<file path="config.mk">
export PLATFORM = sky130hd
export DESIGN_NAME = npu_cmd_sequencer
export DESIGN_NICKNAME = d
export VERILOG_FILES = /design/src/rtl/npu_cmd_sequencer.sv
export SDC_FILE = /design/constraint.sdc
export NUM_CORES = 1
export LEC_CHECK = 0
export CORE_MARGIN = 2
export CORE_UTILIZATION = 63
export CTS_CLUSTER_SIZE = 16
export DETAILED_ROUTE_END_ITERATION = 8
export DONT_BUFFER_PORTS = 1
export GPL_TIMING_DRIVEN = 0
export HOLD_SLACK_MARGIN = 0.1
export PLACE_DENSITY = 0.84
export SYNTH_ARGS = -nofsm -noshare
export SYNTH_HDL_FRONTEND = slang
export SYNTH_SLANG_ARGS = --single-unit
export TNS_END_PERCENT = 50
</file>
<file path="constraint.sdc">
create_clock -name clk -period 3.3 [get_ports clk]
set_input_delay 0.825 -clock clk [delete_from_list [all_inputs] [get_ports clk]]
set_output_delay 0.825 -clock clk [all_outputs]
set_load 0.05 [all_outputs]
</file>
<file path="src/rtl/npu_cmd_sequencer.sv">
// npu_cmd_sequencer
//   Fetches a DESC_WORDS-long job descriptor for the softcore, dispatches it to
//   the accelerator named by accel_id, streams that accelerator's result beats
//   to memory under write backpressure, and returns a status response.
//   A progress watchdog aborts jobs that stall, and unknown accel_ids are
//   rejected without touching any accelerator.
//
// Ports
//   clk, rst            clock, synchronous active-high reset
//   cmd_*               softcore command (descriptor base address)
//   timeout_limit       watchdog limit in RUN cycles, 0 disables
//   rsp_*               softcore response: status 00 ok / 10 bad id / 11 timeout
//   mem_rd_*            descriptor read port (request handshake + returned data)
//   mem_wr_*            result write port (valid/ready)
//   acc_start/abort     one-hot control pulses to the accelerator array
//   acc_cmd/in/w/b      descriptor words 0..3, held until the next dispatch
//   acc_res_*, acc_done result beat stream and completion from accelerators
//   busy, err_count     status: not idle, saturating count of error responses
module npu_cmd_sequencer #(
    parameter int DATA_WIDTH = 32,
    parameter int ADDR_WIDTH = 32,
    parameter int NUM_ACCEL  = 4,
    parameter int DESC_WORDS = 6,
    parameter int TIMEOUT_W  = 16
) (
    input  logic                            clk,
    input  logic                            rst,
    input  logic                            cmd_valid,
    output logic                            cmd_ready,
    input  logic [ADDR_WIDTH-1:0]           cmd_desc_addr,
    input  logic [TIMEOUT_W-1:0]            timeout_limit,
    output logic                            rsp_valid,
    input  logic                            rsp_ready,
    output logic [1:0]                      rsp_status,
    output logic [DATA_WIDTH-1:0]           rsp_data,
    output logic                            mem_rd_valid,
    input  logic                            mem_rd_ready,
    output logic [ADDR_WIDTH-1:0]           mem_rd_addr,
    input  logic                            mem_rd_rvalid,
    input  logic [DATA_WIDTH-1:0]           mem_rd_data,
    output logic                            mem_wr_valid,
    input  logic                            mem_wr_ready,
    output logic [ADDR_WIDTH-1:0]           mem_wr_addr,
    output logic [DATA_WIDTH-1:0]           mem_wr_data,
    output logic [NUM_ACCEL-1:0]            acc_start,
    output logic [NUM_ACCEL-1:0]            acc_abort,
    output logic [DATA_WIDTH-1:0]           acc_cmd,
    output logic [ADDR_WIDTH-1:0]           acc_in_addr,
    output logic [ADDR_WIDTH-1:0]           acc_w_addr,
    output logic [ADDR_WIDTH-1:0]           acc_b_addr,
    input  logic [NUM_ACCEL-1:0]            acc_res_valid,
    input  logic [NUM_ACCEL*DATA_WIDTH-1:0] acc_res_data,
    output logic [NUM_ACCEL-1:0]            acc_res_ready,
    input  logic [NUM_ACCEL-1:0]            acc_done,
    output logic                            busy,
    output logic [7:0]                      err_count
);

    localparam int SEL_W  = (NUM_ACCEL > 1) ? $clog2(NUM_ACCEL) : 1;
    localparam int WIDX_W = $clog2(DESC_WORDS + 1);

    typedef enum logic [2:0] {
        S_IDLE, S_FETCH, S_CHECK, S_DISPATCH, S_RUN, S_RESP
    } state_t;

    state_t                  state;
    logic [ADDR_WIDTH-1:0]   base_addr;
    logic [WIDX_W-1:0]       widx;
    logic [DATA_WIDTH-1:0]   desc_cmd;
    logic [ADDR_WIDTH-1:0]   desc_in, desc_w, desc_b, desc_out;
    logic [DATA_WIDTH-1:0]   desc_cnt;
    logic [SEL_W-1:0]        sel;
    logic [DATA_WIDTH-1:0]   k;          // same width as output_count, cannot overflow
    logic [TIMEOUT_W-1:0]    timer;
    logic                    done_seen;

    logic                    wr_free;
    logic                    beat_ok;
    logic                    beat_acc;
    logic                    done_now;
    logic                    timeout_hit;
    logic [DATA_WIDTH-1:0]   beat;
    logic [SEL_W-1:0]        id_sel;

    assign cmd_ready = (state == S_IDLE);
    assign busy      = (state != S_IDLE);

    // A new beat may only be taken when the write slot is empty or draining now,
    // so a stalled write keeps its address/data and no beat is lost.
    assign wr_free     = !mem_wr_valid || mem_wr_ready;
    assign beat_ok     = (state == S_RUN) && (k < desc_cnt) && wr_free;
    assign beat        = acc_res_data[int'(sel)*DATA_WIDTH +: DATA_WIDTH];
    assign beat_acc    = beat_ok && acc_res_valid[sel];
    assign done_now    = done_seen || acc_done[sel];
    assign timeout_hit = (timeout_limit != '0) && (timer == timeout_limit);
    assign id_sel      = desc_cmd[8 +: SEL_W];

    always_comb begin
        acc_res_ready      = '0;
        acc_res_ready[sel] = beat_ok;
    end

    always_ff @(posedge clk) begin
        if (rst) begin
            state        <= S_IDLE;
            base_addr    <= '0;
            widx         <= '0;
            desc_cmd     <= '0;
            desc_in      <= '0;
            desc_w       <= '0;
            desc_b       <= '0;
            desc_out     <= '0;
            desc_cnt     <= '0;
            sel          <= '0;
            k            <= '0;
            timer        <= '0;
            done_seen    <= 1'b0;
            rsp_valid    <= 1'b0;
            rsp_status   <= 2'b00;
            rsp_data     <= '0;
            mem_rd_valid <= 1'b0;
            mem_rd_addr  <= '0;
            mem_wr_valid <= 1'b0;
            mem_wr_addr  <= '0;
            mem_wr_data  <= '0;
            acc_start    <= '0;
            acc_abort    <= '0;
            acc_cmd      <= '0;
            acc_in_addr  <= '0;
            acc_w_addr   <= '0;
            acc_b_addr   <= '0;
            err_count    <= '0;
        end else begin
            acc_start <= '0;
            acc_abort <= '0;

            // Write slot runs independently of the FSM so a write still pending
            // at a timeout drains while the response waits in RESP.
            if (beat_acc) begin
                mem_wr_valid <= 1'b1;
                mem_wr_addr  <= desc_out + (ADDR_WIDTH'(k) << 2);
                mem_wr_data  <= beat;
            end else if (mem_wr_ready) begin
                mem_wr_valid <= 1'b0;
            end

            case (state)
                S_IDLE: begin
                    if (cmd_valid) begin
                        base_addr    <= cmd_desc_addr;
                        widx         <= '0;
                        mem_rd_valid <= 1'b1;
                        mem_rd_addr  <= cmd_desc_addr;
                        state        <= S_FETCH;
                    end
                end

                // mem_rd_valid high: request phase; low: waiting for the data beat.
                S_FETCH: begin
                    if (mem_rd_valid) begin
                        if (mem_rd_ready) mem_rd_valid <= 1'b0;
                    end else if (mem_rd_rvalid) begin
                        if      (widx == WIDX_W'(0)) desc_cmd <= mem_rd_data;
                        else if (widx == WIDX_W'(1)) desc_in  <= ADDR_WIDTH'(mem_rd_data);
                        else if (widx == WIDX_W'(2)) desc_w   <= ADDR_WIDTH'(mem_rd_data);
                        else if (widx == WIDX_W'(3)) desc_b   <= ADDR_WIDTH'(mem_rd_data);
                        else if (widx == WIDX_W'(4)) desc_out <= ADDR_WIDTH'(mem_rd_data);
                        else if (widx == WIDX_W'(5)) desc_cnt <= mem_rd_data;
                        if (widx == WIDX_W'(DESC_WORDS - 1)) begin
                            state <= S_CHECK;
                        end else begin
                            widx         <= widx + WIDX_W'(1);
                            mem_rd_valid <= 1'b1;
                            mem_rd_addr  <= base_addr + (ADDR_WIDTH'(widx + WIDX_W'(1)) << 2);
                        end
                    end
                end

                S_CHECK: begin
                    if (desc_cmd[15:8] >= 8'(NUM_ACCEL)) begin
                        rsp_status <= 2'b10;
                        rsp_data   <= '0;
                        rsp_valid  <= 1'b1;
                        state      <= S_RESP;
                    end else begin
                        acc_cmd     <= desc_cmd;
                        acc_in_addr <= desc_in;
                        acc_w_addr  <= desc_w;
                        acc_b_addr  <= desc_b;
                        sel         <= id_sel;
                        acc_start   <= NUM_ACCEL'(1) << id_sel;
                        state       <= S_DISPATCH;
                    end
                end

                S_DISPATCH: begin
                    k         <= '0;
                    done_seen <= 1'b0;
                    timer     <= '0;
                    rsp_data  <= '0;
                    state     <= S_RUN;
                end

                S_RUN: begin
                    if (beat_acc) begin
                        k <= k + 1'b1;
                        if (k == '0) rsp_data <= beat;
                    end
                    if (acc_done[sel]) done_seen <= 1'b1;
                    // Any sign of progress restarts the watchdog; saturate otherwise.
                    if (beat_acc || acc_done[sel])    timer <= '0;
                    else if (timer != '1)              timer <= timer + 1'b1;

                    if ((k == desc_cnt) && done_now && wr_free) begin
                        rsp_status <= 2'b00;
                        rsp_valid  <= 1'b1;
                        state      <= S_RESP;
                    end else if (!beat_acc && !acc_done[sel] && timeout_hit) begin
                        acc_abort  <= NUM_ACCEL'(1) << sel;
                        rsp_status <= 2'b11;
                        rsp_data   <= '0;
                        rsp_valid  <= wr_free;
                        state      <= S_RESP;
                    end
                end

                S_RESP: begin
                    if (rsp_valid) begin
                        if (rsp_ready) begin
                            rsp_valid <= 1'b0;
                            if (rsp_status != 2'b00 && err_count != 8'hFF)
                                err_count <= err_count + 8'd1;
                            state <= S_IDLE;
                        end
                    end else if (wr_free) begin
                        rsp_valid <= 1'b1;
                    end
                end

                default: state <= S_IDLE;
            endcase
        end
    end

endmodule

</file>
Run 1, signal wires by layer:
Scale bar: 50 um. Only two layers are drawn.
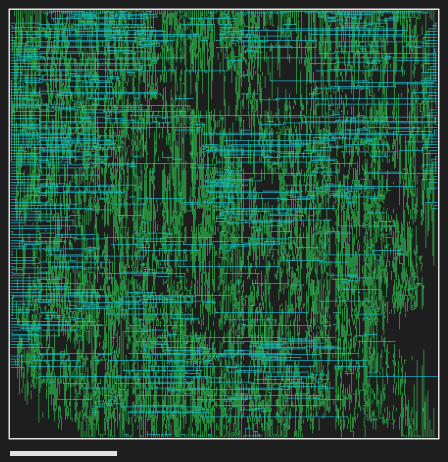
| layer | colour | wire length |
|---|---|---|
| metal 2 | green | 38.1 mm |
| metal 3 | cyan | 12100 um |
Routed wire per std cell: 23.9 um
total number of vias: 23700

Run 1, routed metal per tile:
Scale bar: 50 um. 20 x 20 tiles, from black (low) to pale yellow (high), scaled to the fullest tile. Values are wire area over tile area, all layers added.
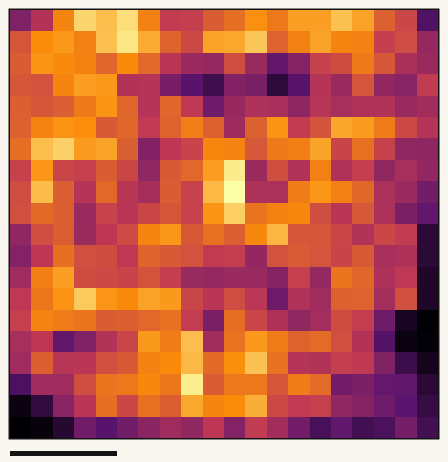
densest ninth of the die: upper left
emptiest ninth of the die: lower right
mean over tiles: 0.40
gr usage total: 42.2%
Total Wirelength: 88500 um

==> Changelog: implementation, run 1 <==
## Flow update

* Top cell category: combinational gates
* Later-pin clock latency in the skew report at 0.63 ns
* Finished Cell Area at 27700 um2
* Syn Inst Count at ~3100
* Tool Warnings at 32
* Logic inverters at 60
* Hold path start: mem_rd_ready
* Flop share of the area at 40.5%
* Cell count in the Yosys report at 3063
* Row cnt at 72
* Final Wtd Congestion at 1.01
* Final period util at 108%
* Kind of critical path: reg2out
* Status: finished with violations
* Met1 usage at 53.3%
* Setup violators final at 6
* Failing checks: negative setup slack
* Slack of the critical path at -0.275 ns
* Port bufs at 0
* Global-route wire length before repair at 132000 um
* Fin Setup TNS at -1.06 ns
* Max Freq at 0.280 GHz
* # diodes at 2
* Sw power at 0.00377 W
* Top non-seq family: simple AND/OR/NAND/NOR gates
* End point of the critical path: acc_res_ready[0]
* Post-synth mux share at 3.33%
* Largest net degree at the start of global routing at 16
* Drt drc at 0
* Seq pwr share at 48.1%
* Initial DRC count at 2662
* Crit end category: output port
* Sw frac at 25.3%
* Netlist cell types at between 60 and 70
* Mapped Area at 24400 um2
* Non-Clock Buffer Area Fraction at about 3.7%
* RSZ-0062 raised after global routing: true
* Commonest Layout Cell: nand2_1
* Post-synth EDFFs at 0
* Worst Reg-to-Reg Cells at 9
* CP arrival at 2.75 ns
* YS chip area at 24400 um2
* Peak VDD IR at 0.554 mV
* Highest-power group: sequential cells
* Final clock-cell share at 7.06%
* WL met3 at 12100 um
* AND-OR/OR-AND share of the synthesized area at between 10% and 20%
* H-tree levels at 2
* Grt met2 use at a little over three fifths
* Logic area at 12600 um2
* Met3 global-route usage at around 16%
* Hold Path End: mem_rd_valid$_SDFFE_PP0P_
* Yosys simple share at between 20% and 30%
* Hold path cells at 1
* Synth warn at 0
* Main synth FF type: dfxtp_1
* Min Tclk post-route at 3.57 ns
* Crit path max fanout at 8
* Die area at approximately 40000 um2
Run 1, cell placement:
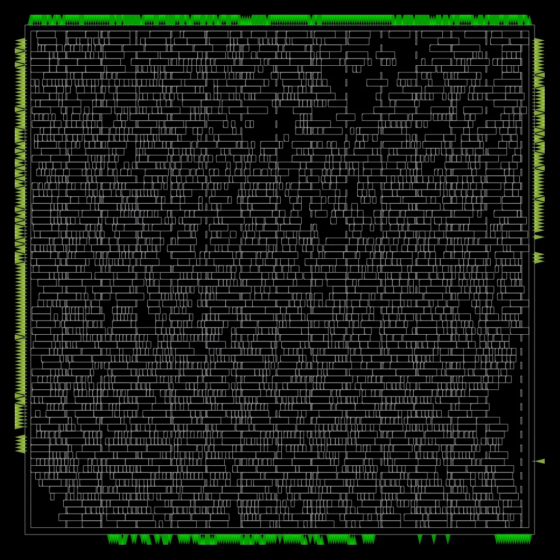
core box area: 38500 um2
Non-Filler Instances: 3707
tap cells: 518
final core occ: 72.1%

Run 1, zoomed window:
Scale bar: 20 um. Window x 25 to 75, y 25 to 75 um. Cells in grey, sequential cells in the stronger grey; small squares are vias.
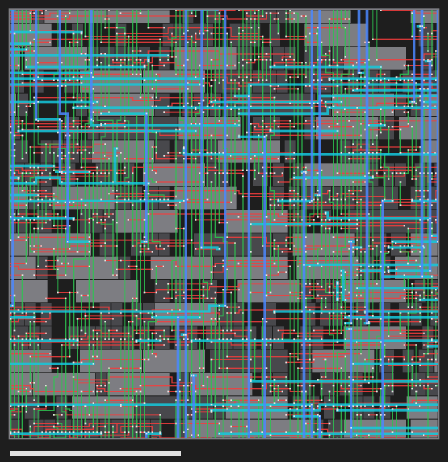
| layer | colour |
|---|---|
| metal 2 | green |
| metal 3 | cyan |
| metal 4 | blue |
| metal 1 | red |
netlist names of flops here include: desc_in (13), desc_cmd (11), desc_b (10)
sequential cells in the window: 49
most frequent: nand2_1 (112), a21oi_1 (54), dfxtp_1 (49)
cells with their middle in the window: 268

==> run 1: through the flow <==
step	cells	hold WS, ns
6_report	3707	0.322
5_1_grt	3705	0.331
2_1_floorplan	3063	0.432
3_3_place_gp	3581	0.436
3_5_place_dp	3582	0.444
4_1_cts	3702	0.314
==> run 1: cell usage after synthesis (3+ instances only) <==
master       n  share of area, %
a311oi_1    12              0.43
nor2b_1      9              0.23
clkbuf_2     3             0.061
o2111ai_1    5              0.18
nor3b_1      3             0.092
and3_1      25              0.64
mux4_2      33               3.0
a211oi_1    32              0.98
a31oi_1      9              0.23
ha_1        74               3.8
a21o_1      14              0.43
nor3_1      33              0.68
nand2b_1     9              0.23
nand4_1     37              0.95
and2_1      15              0.38
o21ai_0     61               1.2
mux2i_1      6              0.25
clkbuf_1   180               2.8
nor4b_1      4              0.14
a211o_1      8              0.29
nor4_1      21              0.54
buf_1        4             0.061
buf_2       13              0.27
or2_2        5              0.13
nor2_1     140               2.2
nand3b_1     4              0.12
nand2_1    908                14
or4_1        6              0.18
o2111a_1     4              0.18
and4_1      10              0.36
o21ai_1      5              0.10
o211ai_1    13              0.40
a21oi_1    525                11
a2111oi_2    7              0.43
xnor2_1     58               2.1
inv_1       59              0.91
dfxtp_1    556                46
o21a_1       5              0.15
o31ai_1      7              0.22
or3_1       14              0.36
xor2_1      37               1.3
o22ai_1      3             0.077
nand3_1     54               1.1
==> run 1: repair_timing <==
action                                  CTS  global route
pin swaps                                29            13
endpoints found under the setup margin  146           199
endpoints found under the hold margin     0             0
gates resized                           101            67
setup buffers                            18             4
==> run 1: worst max-delay path: stages, from the launching register on <==
cell,delay [ns]
dfxtp_2,0.38
ha_1,0.24
a21oi_4,0.18
o21ai_4,0.08
a2111oi_4,0.35
o2111ai_2,0.22
a21o_4,0.26
nor3_4,0.43
==> run 1 -> run 2 <==
--- a/config.mk
+++ b/config.mk
@@ -13,6 +13,7 @@
 export GPL_TIMING_DRIVEN = 0
 export HOLD_SLACK_MARGIN = 0.1
 export PLACE_DENSITY = 0.84
+export SLEW_MARGIN = 20
 export SYNTH_ARGS = -nofsm -noshare
 export SYNTH_HDL_FRONTEND = slang
 export SYNTH_SLANG_ARGS = --single-unit
==> constraint.sdc (replaced) <==
create_clock -name clk -period 4.1 [get_ports clk]
set_input_delay 1.025 -clock clk [delete_from_list [all_inputs] [get_ports clk]]
set_output_delay 1.025 -clock clk [all_outputs]
set_load 0.05 [all_outputs]
Run 2, zoomed window:
Scale bar: 20 um. Window x 25 to 75, y 25 to 75 um. Cells in grey, sequential cells in the stronger grey; small squares are vias.
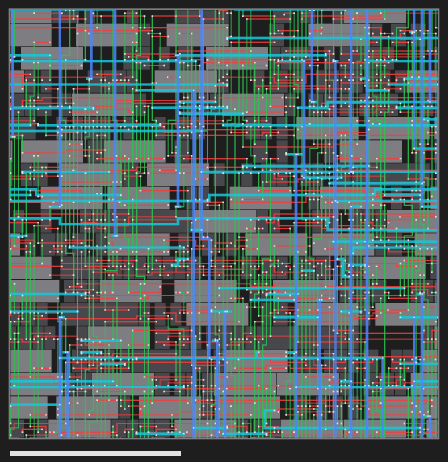
| layer | colour |
|---|---|
| metal 1 | red |
| metal 4 | blue |
| metal 2 | green |
| metal 3 | cyan |
cells with their middle in the window: 260
netlist names of flops here include: desc_in (12), desc_b (11), desc_cmd (11)
most frequent: nand2_1 (103), dfxtp_1 (53), a21oi_1 (52)
sequential cells in the window: 53

Run 2, signal wires by layer:
Scale bar: 50 um. Only two layers are drawn.
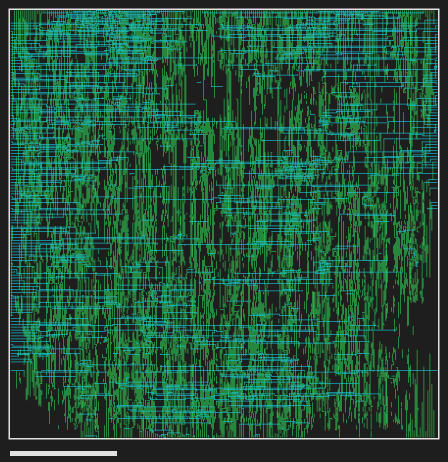
| layer | colour | wire length |
|---|---|---|
| metal 3 | cyan | 12500 um |
| metal 2 | green | 37.4 mm |
Routed wire per std cell: 23.6 um
gr usage total: 41.6%

==> run 2 against run 1 <==
Compared with the run above: register-to-register slack improved by 0.46 ns; highest routed layer unchanged; design area decreased by 2.2%; combinational power decreased by about 20%; critical endpoint is now acc_res_ready[3]; sequential power decreased by 19%; synthesized cell count unchanged; clock skew increased by 0.0070 ns; clock power decreased by 22%; the run now ends clean.
==> Changelog: implementation, run 2 <==
## Flow update

* Crit path max fanout at 10 (+2)
* Status: completed
* Slack of the critical path at 0.0720 ns (+0.347 ns)
* Highest-power group: sequential cells
* Total number of vias at 23400 (-1.0%)
* YS chip area at 24400 um2 (unchanged)
* Peak VDD IR at 0.361 mV (-35%)
* Bufs and invs on worst path at 3 (+3)
* Max stage delay on crit path at 0.65 ns (+0.22 ns)
* Min Tclk post-route at 4.03 ns
* Non-Clock Buffer Area Fraction at 3.14% (-0.55 points)
* Row cnt at 72 (unchanged)
* Syn Inst Count at 3063 (unchanged)
* Hold slack at 0.453 ns (+0.131 ns)
* Initial DRC count at 2710 (+1.8%)
* Logic area at 12400 um2 (-2.2%)
* Setup violators final at 0 (-6)
* CP arrival at 3.00 ns (+0.25 ns)
* Hold Path End: acc_in_addr[31]$_SDFFE_PP0P_
* # diodes at 4 (+2)
* CP max-delay cell: dfxtp_1
* Met1 usage at 54.1% (+0.79 points)
* Placed insts at 3583 (+0.028%)
* Kind of critical path: reg2out
* Seq pwr share at 49.0% (+0.9 points)
* Total Wirelength at 87000 um (-1.7%)
* Max-area cell share at 45.6% (unchanged)
* Final core occ at 70.6% (-1.6 points)
* Top cells, area: dfxtp_1 (46%), nand2_1 (14%), a21oi_1 (11%)
* Most frequent CP cell: clkbuf_2
* Synth warn at 0 (unchanged)
* Largest net degree at the start of global routing at 16 (unchanged)
* Final Wtd Congestion at 0.984 (-2.6%)
* Global-route wire length before repair at 130000 um (-1.4%)
* Fin Setup TNS at 0 ns (+1.06 ns)
* Cell count in the Yosys report at 3063 (unchanged)
* Logic inverters at 60 (unchanged)
* Mapped Area at 24400 um2 (unchanged)
-- run 2: netlist changes by cell type in the layout (fill, tap and decap cells not counted), moves of 7 or more --
cell      previous run  this run
buf_4               24         6
clkbuf_1           170       187
clkbuf_4             9         0
clkbuf_8            11        18
dfxtp_1            508       545
dfxtp_2             32        11
dfxtp_4             16         0
ha_1                60        74
ha_4                14         0
inv_1               52        59
inv_2                7         0
-- run 2: worst max-delay path by stage --
stage          slack [ns]  depth (start not counted)           endpoint                       from
4_1_cts             0.003                          7   acc_res_ready[0]         k[25]$_SDFFE_PP0P_
3_5_place_dp        -0.02                         10  k[0]$_SDFFE_PP0P_         k[10]$_SDFFE_PP0P_
5_1_grt             0.003                          8   acc_res_ready[0]  desc_cnt[23]$_SDFFE_PP0P_
3_3_place_gp        -0.10                          6   acc_res_ready[0]         k[10]$_SDFFE_PP0P_
6_report             0.07                          5   acc_res_ready[3]    acc_cmd[9]$_SDFFE_PP0P_
2_1_floorplan        0.30                          7   acc_res_ready[0]         k[23]$_SDFFE_PP0P_
-- run 2: cells by family (layout without fill, tap and decap cells) --
group           count (synthesis)  count (layout)  synth area share, %
other cells                     0               4                    0
simple gates                 1300            1300                 22.4
buf+inv                       262             371                 4.15
fa+ha+maj                      76              76                 3.95
compound gates                734             734                 17.2
mux                            40              40                 3.33
xor+xnor                       95              95                 3.41
flops                         556             556                 45.6
-- run 2: routing by layer --
metal / wire length [um] / share of wire (%)
met5: 50 / 0.057
met1: 33000 / 38
met3: 12500 / 14
met4: 4030 / 4.6
met2: 37400 / 43
-- run 2: repair_timing --
| item | 4_1_cts | 5_1_grt |
|---|---|---|
| setup endpoints to repair | 11 | 1 |
| resized | 21 | 6 |
| buffers inserted | 2 | 3 |
| pin swaps | 3 | 4 |
| hold endpoints to repair | 0 | 0 |
| hold buffers | 0 | 0 |
Power is estimated from default activity; no workload was simulated.
